**src/rtl/hwdbg_sensor_pkg.sv**
```systemverilog
// Shared types and constants for the ring-oscillator sensor scheduler.
package hwdbg_sensor_pkg;

    // Width of a channel index (supports up to 16 oscillators).
    localparam int unsigned ChanW = 4;

    // Shortest settle period that still flushes the synchronizer after a channel switch.
    localparam int unsigned MinSettle = 3;

    typedef enum logic [1:0] {
        StIdle,
        StSettle,
        StMeasure,
        StDone
    } sensor_state_e;

endpackage

```
**src/rtl/ro_edge_counter.sv**
```systemverilog
// Synchronizes one oscillator output, detects rising edges and counts them with saturation.
module ro_edge_counter #(
    parameter int unsigned CountW = 20
) (
    input  logic              clk_i,
    input  logic              rst_i,
    input  logic              ro_i,
    input  logic              clear_i,
    input  logic              count_en_i,
    output logic [CountW-1:0] count_next_o,
    output logic              overflow_next_o
);

    localparam logic [CountW-1:0] CountMax = '1;

    logic              sync1_q, sync2_q, sync3_q;
    logic              rise;
    logic [CountW-1:0] count_q, count_d;
    logic              overflow_q, overflow_d;

    assign rise = sync2_q & ~sync3_q;

    // Next count: clear wins, otherwise saturating increment on a detected edge.
    always_comb begin
        count_d    = count_q;
        overflow_d = overflow_q;
        if (clear_i) begin
            count_d    = '0;
            overflow_d = 1'b0;
        end else if (count_en_i && rise) begin
            if (count_q == CountMax) begin
                overflow_d = 1'b1;
            end else begin
                count_d = count_q + CountW'(1);
            end
        end
    end

    // Synchronizer chain, edge-detect flop and counter state.
    always_ff @(posedge clk_i) begin
        if (rst_i) begin
            sync1_q    <= 1'b0;
            sync2_q    <= 1'b0;
            sync3_q    <= 1'b0;
            count_q    <= '0;
            overflow_q <= 1'b0;
        end else begin
            sync1_q    <= ro_i;
            sync2_q    <= sync1_q;
            sync3_q    <= sync2_q;
            count_q    <= count_d;
            overflow_q <= overflow_d;
        end
    end

    // The scheduler captures results on the edge that enters DONE, so it needs the next value.
    assign count_next_o    = count_d;
    assign overflow_next_o = overflow_d;

endmodule

```
**src/rtl/ro_sensor_scheduler.sv**
```systemverilog
// Sequences a bank of ring oscillators: enable one, settle, count edges over a window, report.
module ro_sensor_scheduler
    import hwdbg_sensor_pkg::*;
#(
    parameter int unsigned NUM_RO        = 4,
    parameter int unsigned COUNT_W       = 20,
    parameter int unsigned WINDOW_W      = 16,
    parameter int unsigned SETTLE_CYCLES = 16
) (
    input  logic                clock,
    input  logic                reset,
    input  logic                io_start,
    input  logic                io_abort,
    input  logic                io_scan,
    input  logic [ChanW-1:0]    io_channel,
    input  logic [WINDOW_W-1:0] io_window,
    input  logic [NUM_RO-1:0]   ro_in,
    output logic [NUM_RO-1:0]   ro_enable,
    output logic                io_busy,
    output logic                io_done,
    output logic [COUNT_W-1:0]  io_count,
    output logic [ChanW-1:0]    io_count_channel,
    output logic                io_overflow,
    output logic                io_error
);

    localparam int unsigned SettleLoadI =
        (SETTLE_CYCLES < MinSettle) ? MinSettle - 1 : SETTLE_CYCLES - 1;
    localparam int unsigned SettleW = $clog2(SettleLoadI + 1);
    localparam int unsigned TimerW  = (WINDOW_W > SettleW) ? WINDOW_W : SettleW;
    localparam logic [TimerW-1:0] SettleLoad = TimerW'(SettleLoadI);
    localparam logic [ChanW-1:0]  LastCh     = ChanW'(NUM_RO - 1);

    sensor_state_e       state_q, state_d;
    logic                scan_q, scan_d;
    logic [ChanW-1:0]    ch_q, ch_d;
    logic [WINDOW_W-1:0] window_q, window_d;
    logic [TimerW-1:0]   timer_q, timer_d;
    logic                error_q, error_d;
    logic [NUM_RO-1:0]   enable_q, enable_d;
    logic                done_q;
    logic [COUNT_W-1:0]  count_q;
    logic [ChanW-1:0]    count_ch_q;
    logic                overflow_q;

    logic                cnt_clear, cnt_en, load_result, ro_sel;
    logic [COUNT_W-1:0]  cnt_next;
    logic                cnt_ovf_next;

    // Select the oscillator of the latched channel; invalid channels read as 0.
    always_comb begin
        ro_sel = 1'b0;
        for (int unsigned i = 0; i < NUM_RO; i++) begin
            if (ch_q == ChanW'(i)) ro_sel = ro_in[i];
        end
    end

    ro_edge_counter #(
        .CountW (COUNT_W)
    ) u_edge_counter (
        .clk_i           (clock),
        .rst_i           (reset),
        .ro_i            (ro_sel),
        .clear_i         (cnt_clear),
        .count_en_i      (cnt_en),
        .count_next_o    (cnt_next),
        .overflow_next_o (cnt_ovf_next)
    );

    // Next-state logic for the measurement sequence; abort overrides every other transition.
    always_comb begin
        state_d   = state_q;
        scan_d    = scan_q;
        ch_d      = ch_q;
        window_d  = window_q;
        timer_d   = timer_q;
        error_d   = error_q;
        cnt_clear = 1'b0;
        cnt_en    = 1'b0;
        unique case (state_q)
            StIdle: begin
                if (io_start) begin
                    scan_d    = io_scan;
                    ch_d      = io_scan ? '0 : io_channel;
                    window_d  = io_window;
                    cnt_clear = 1'b1;
                    if (!io_scan && (io_channel > LastCh)) begin
                        state_d = StDone;
                        error_d = 1'b1;
                    end else begin
                        state_d = StSettle;
                        error_d = 1'b0;
                        timer_d = SettleLoad;
                    end
                end
            end
            StSettle: begin
                if (timer_q == '0) begin
                    if (window_q == '0) begin
                        state_d = StDone;
                    end else begin
                        state_d = StMeasure;
                        timer_d = TimerW'(window_q) - TimerW'(1);
                    end
                end else begin
                    timer_d = timer_q - TimerW'(1);
                end
            end
            StMeasure: begin
                cnt_en = 1'b1;
                if (timer_q == '0) begin
                    state_d = StDone;
                end else begin
                    timer_d = timer_q - TimerW'(1);
                end
            end
            StDone: begin
                if (scan_q && (ch_q < LastCh)) begin
                    ch_d      = ch_q + ChanW'(1);
                    cnt_clear = 1'b1;
                    state_d   = StSettle;
                    timer_d   = SettleLoad;
                end else begin
                    state_d = StIdle;
                end
            end
            default: state_d = StIdle;
        endcase
        if (io_abort && (state_q != StIdle)) begin
            state_d = StIdle;
            cnt_en  = 1'b0;
        end
    end

    assign load_result = (state_d == StDone);

    // Enables are decoded from next state and registered so the oscillators see clean edges.
    always_comb begin
        enable_d = '0;
        for (int unsigned i = 0; i < NUM_RO; i++) begin
            enable_d[i] = ((state_d == StSettle) || (state_d == StMeasure)) && (ch_d == ChanW'(i));
        end
    end

    // State, request latches and result registers.
    always_ff @(posedge clock) begin
        if (reset) begin
            state_q    <= StIdle;
            scan_q     <= 1'b0;
            ch_q       <= '0;
            window_q   <= '0;
            timer_q    <= '0;
            error_q    <= 1'b0;
            enable_q   <= '0;
            done_q     <= 1'b0;
            count_q    <= '0;
            count_ch_q <= '0;
            overflow_q <= 1'b0;
        end else begin
            state_q  <= state_d;
            scan_q   <= scan_d;
            ch_q     <= ch_d;
            window_q <= window_d;
            timer_q  <= timer_d;
            error_q  <= error_d;
            enable_q <= enable_d;
            done_q   <= load_result;
            if (load_result) begin
                count_q    <= cnt_next;
                count_ch_q <= ch_d;
                overflow_q <= cnt_ovf_next;
            end
        end
    end

    assign ro_enable        = enable_q;
    assign io_busy          = (state_q != StIdle);
    assign io_done          = done_q;
    assign io_count         = count_q;
    assign io_count_channel = count_ch_q;
    assign io_overflow      = overflow_q;
    assign io_error         = error_q;

endmodule
```
**config.mk**
```make
export PLATFORM = sky130hd
export DESIGN_NAME = ro_sensor_scheduler
export DESIGN_NICKNAME = d
export VERILOG_FILES = /design/src/rtl/hwdbg_sensor_pkg.sv /design/src/rtl/ro_edge_counter.sv /design/src/rtl/ro_sensor_scheduler.sv
export SDC_FILE = /design/constraint.sdc
export NUM_CORES = 1
export LEC_CHECK = 0
export ABC_AREA = 1
export CORE_ASPECT_RATIO = 1.75
export CORE_MARGIN = 4
export CORE_UTILIZATION = 40
export CTS_BUF_LIST = sky130_fd_sc_hd__clkbuf_8
export DETAILED_ROUTE_END_ITERATION = 10
export MAX_ROUTING_LAYER = met4
export PLACE_DENSITY = 0.73
export SLEW_MARGIN = 15
export SYNTH_ARGS = -nofsm -noshare
export SYNTH_HDL_FRONTEND = slang
export SYNTH_SLANG_ARGS = --single-unit
```
**constraint.sdc**
```tcl
create_clock -name clock -period 2 [get_ports clock]
set_clock_uncertainty 0.05 [all_clocks]
set_input_delay 0.4 -clock clock [delete_from_list [all_inputs] [get_ports clock]]
set_output_delay 0.4 -clock clock [all_outputs]
set_load 0.1 [all_outputs]
```
==> run_1/flops_by_reg.png <==
Scale bar: 20 um. Other sequential cells in the stronger gray, the rest of the logic in the fainter gray.
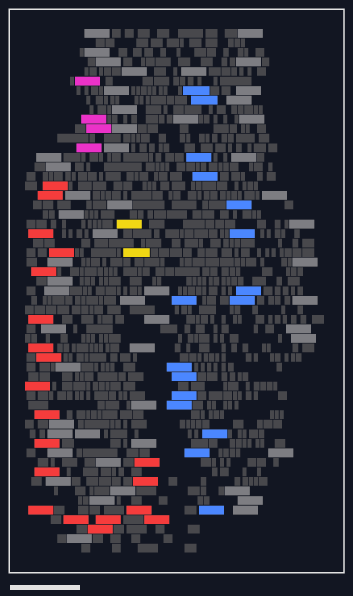
red -> io_count  # placed flops 20
magenta -> io_count_channel  # placed flops 4, where top left
yellow -> state_q  # placed flops 2
blue -> timer_q  # placed flops 16

==> run_1/sizes.png <==
Scale bar: 20 um.
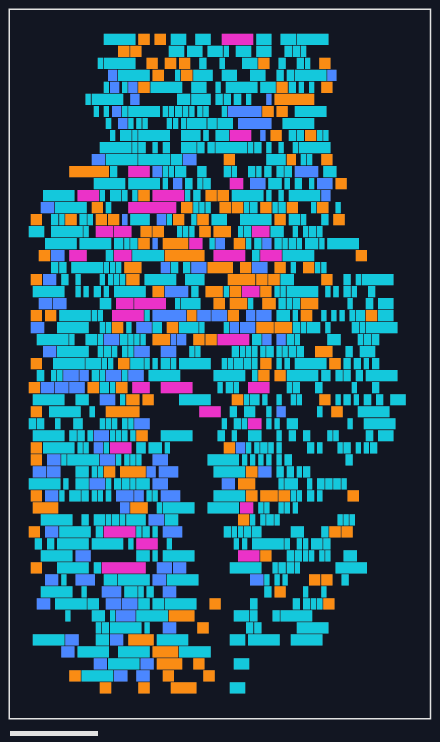
magenta -> _6 and larger  # cells 31, share 3.5%
blue -> _2 cells  # cells 103, share 12%
cyan -> _0 and _1 cells  # cells 602, share 69%
orange -> _3 and _4 cells  # cells 139, share 16%

==> run_1/wires.png <==
Scale bar: 20 um.
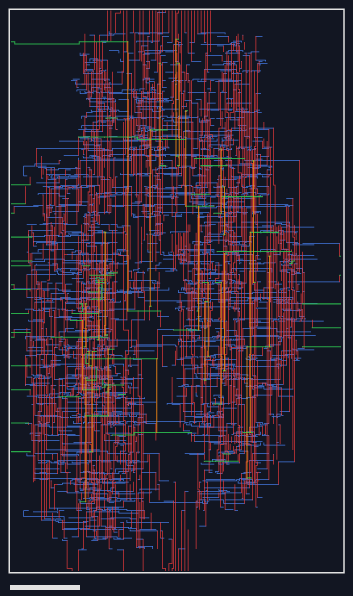
blue -> metal 1  # wire length 5500 um
green -> metal 3  # wire length 450 um
red -> metal 2  # wire length 9110 um
orange -> metal 4  # wire length 766 um

==> impl_metrics.toml, run 1 <==
# yosys + openroad results
[clock_network]
cts_resized = 35
cts.sinks = 94
ctsHoldBuffers = 0
post-cts-setup-buffer-count = 10
numCtsBuffers = 9
clk_pin_slew_ps = 100
h-tree-depth = 3

[final_layout]
n_all_inverters = 69
clkbuf_count = 9
area_growth_pct = 36.5
seq_area_mm2 = 0.00189

[setup_path]
cp_max_fo = 5
cp-endpoint = "io_count[16]$_SDFFE_PP0N_"
crit_top_cell = "buf_6"
cp.required_ps = 2260
crit_chain = "inv_2, ha_4, inv_4, nor2_4, nand2_2, nor2_4, buf_6, nand3_4, clkinv_4, o21ai_4, a21oi_4, ha_4, buf_6, buf_6, o21ai_2, a21oi_1"
critPathLaunch = "timer_q[1]$_SDFFE_PP0P_"
cp_slowest_stage_delay_ps = 330
rr_worst_depth = 16

[run_status]
violations = "negative setup slack"
status = "finished, violations left"

[floorplanning]
row_count = 55
taps = 171

[yosys]
syn_avg_cell_area_um2 = 7.22
top_cells_by_count = "135 x nand2_1, 102 x nor2_1, 94 x dfxtp_1"
ys_chip_area_mm2 = 0.00531
async_flop_share_pct = 0
yosysUniqueCellTypes = 49
seq_area_frac_synth_pct = 35.5
muxShareOfSynthArea_pct = 0

[placed_design]
place_hpwl_um = 11300

[grt]
grt_max_degree = 33
grt_pass1_vias = 5370

[pwr]
clockPowerShare_pct = 14.3
seq_power_share_pct = 25.7
power_clock_uw = 1370
ir_drop_uv = 917
power_leakage_uw = 0.00301

[final_timing]
worst_slack_ps = -116
worst_pin_slew_ps = 458
max_slew_margin_pct = 69.3
setup_tns_ps = -1740
setup_viol = 29

[routing]
routed-via-count = 5390
drtAntennaViolNets = 0
## Run 2: what changed since run 1
Settings changed: PLACE_DENSITY 0.73 to 0.71.
Clock period 2 ns to 2.37 ns, I/O delays scaled along.
==> run_2/sizes.png <==
Scale bar: 20 um.
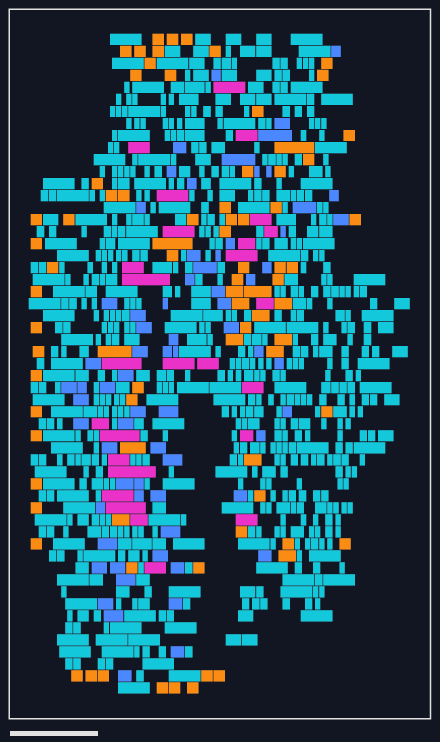
blue -> _2 cells  # cells 69, share 8.4%
orange -> _3 and _4 cells  # cells 79, share 9.6%
magenta -> _6 and larger  # cells 26, share 3.1%
cyan -> _0 and _1 cells  # cells 652, share 79%
Design Area, Final: 0.00662 mm2
P&R area growth vs syn: 24.8%
bufs w/o clock: 102

==> run_2/flops_by_reg.png <==
Scale bar: 20 um. Other sequential cells in the stronger gray, the rest of the logic in the fainter gray.
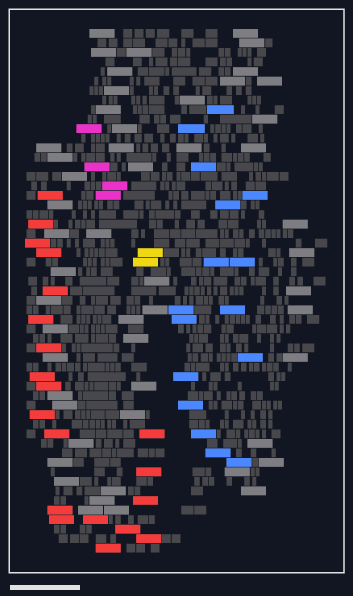
red -> io_count  # placed flops 20
yellow -> state_q  # placed flops 2
magenta -> io_count_channel  # placed flops 4
blue -> timer_q  # placed flops 16
Seq/total area: 28.5%
Seq group: 2080 uW
Reg area: 0.00188 mm2
Final Util: 51.2%

==> impl_metrics.toml, run 2 <==
# yosys + openroad results
[final_layout]
clock_tree_area_fraction_pct = 3.33
final_nets = 865
fillers = 1326
n_all_inverters = 69

[run_status]
status = "finished clean"

[yosys]
synth_nets = 779
seq_area_frac_synth_pct = 35.5
synth_adder_area_share_pct = 3.54
top_cells_by_count = "135 x nand2_1, 102 x nor2_1, 94 x dfxtp_1"
area_leaders = "dfxtp_1 35%, nand2_1 9.6%, nor2_1 7.2%, o21ai_0 5.3%, a21oi_1 5.0%"
syn_avg_cell_area_um2 = 7.22
async_flop_share_pct = 0
ys_chip_area_mm2 = 0.00531
synth-simple-area-share_pct = 33.0
muxShareOfSynthArea_pct = 0
yosysUniqueCellTypes = 49

[routing]
routed_via_density = 5.08
routed-via-count = 5063
drtAntennaViolNets = 0

[floorplanning]
chip_area_mm2 = 0.0152
taps = 171
row_count = 55

[pwr]
p_total_uw = 7460
power_leakage_uw = 0.00274
clockPowerShare_pct = 16.1
powerComb_uw = 4180
ir_drop_uv = 655
seq_power_share_pct = 27.9
power_clock_uw = 1200
power_leader = "combinational cells"
internal_power_uw = 3800

[final_timing]
max_slew_margin_pct = 70.1
setup_viol = 0
setup_tns_ps = 0
worst_pin_slew_ps = 447
worst_slack_ps = 111

[setup_path]
critPathLaunch = "timer_q[1]$_SDFFE_PP0P_"
cp.required_ps = 2580
rr_worst_depth = 15
cp-endpoint = "io_count[1]$_SDFFE_PP0N_"
timing.rr.end = "io_count[1]$_SDFFE_PP0N_"
cp_max_fo = 12
path_buffers = 6
cp_slowest_stage_delay_ps = 340
arrival_ps = 2470
crit_chain = "inv_2, ha_4, inv_2, nor2_4, nand2_2, nor2_4, buf_6, nand3_4, inv_8, o21ai_2, a21oi_2, ha_4, buf_4, buf_12, a21oi_1"

[clock_network]
h-tree-depth = 3
ctsHoldBuffers = 0
clk_pin_slew_ps = 100
cts_resized = 0
post-cts-setup-buffer-count = 0

[placed_design]
place_ws_ps = -119
place_area_mm2 = 0.00618
place_hpwl_um = 10800

[grt]
grt_remaining_overflow = 0
grt_max_degree = 51
grt_usage_pct = 19.6
grt_first_pass_wirelength_um = 22800
grt_pass1_vias = 4830

[hold_path]
holdCritStartpoint = "u_edge_counter.sync1_q$_SDFF_PP0_"
==> run_2/clocks.png <==
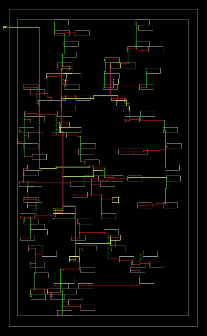
Num CTS Buffers: 9
CTS Sinks: 94
clk latency late pin: 370 ps
clkbuf count: 9
flop count: 94

No activity file was given, so power comes from the tool's default toggle rates.
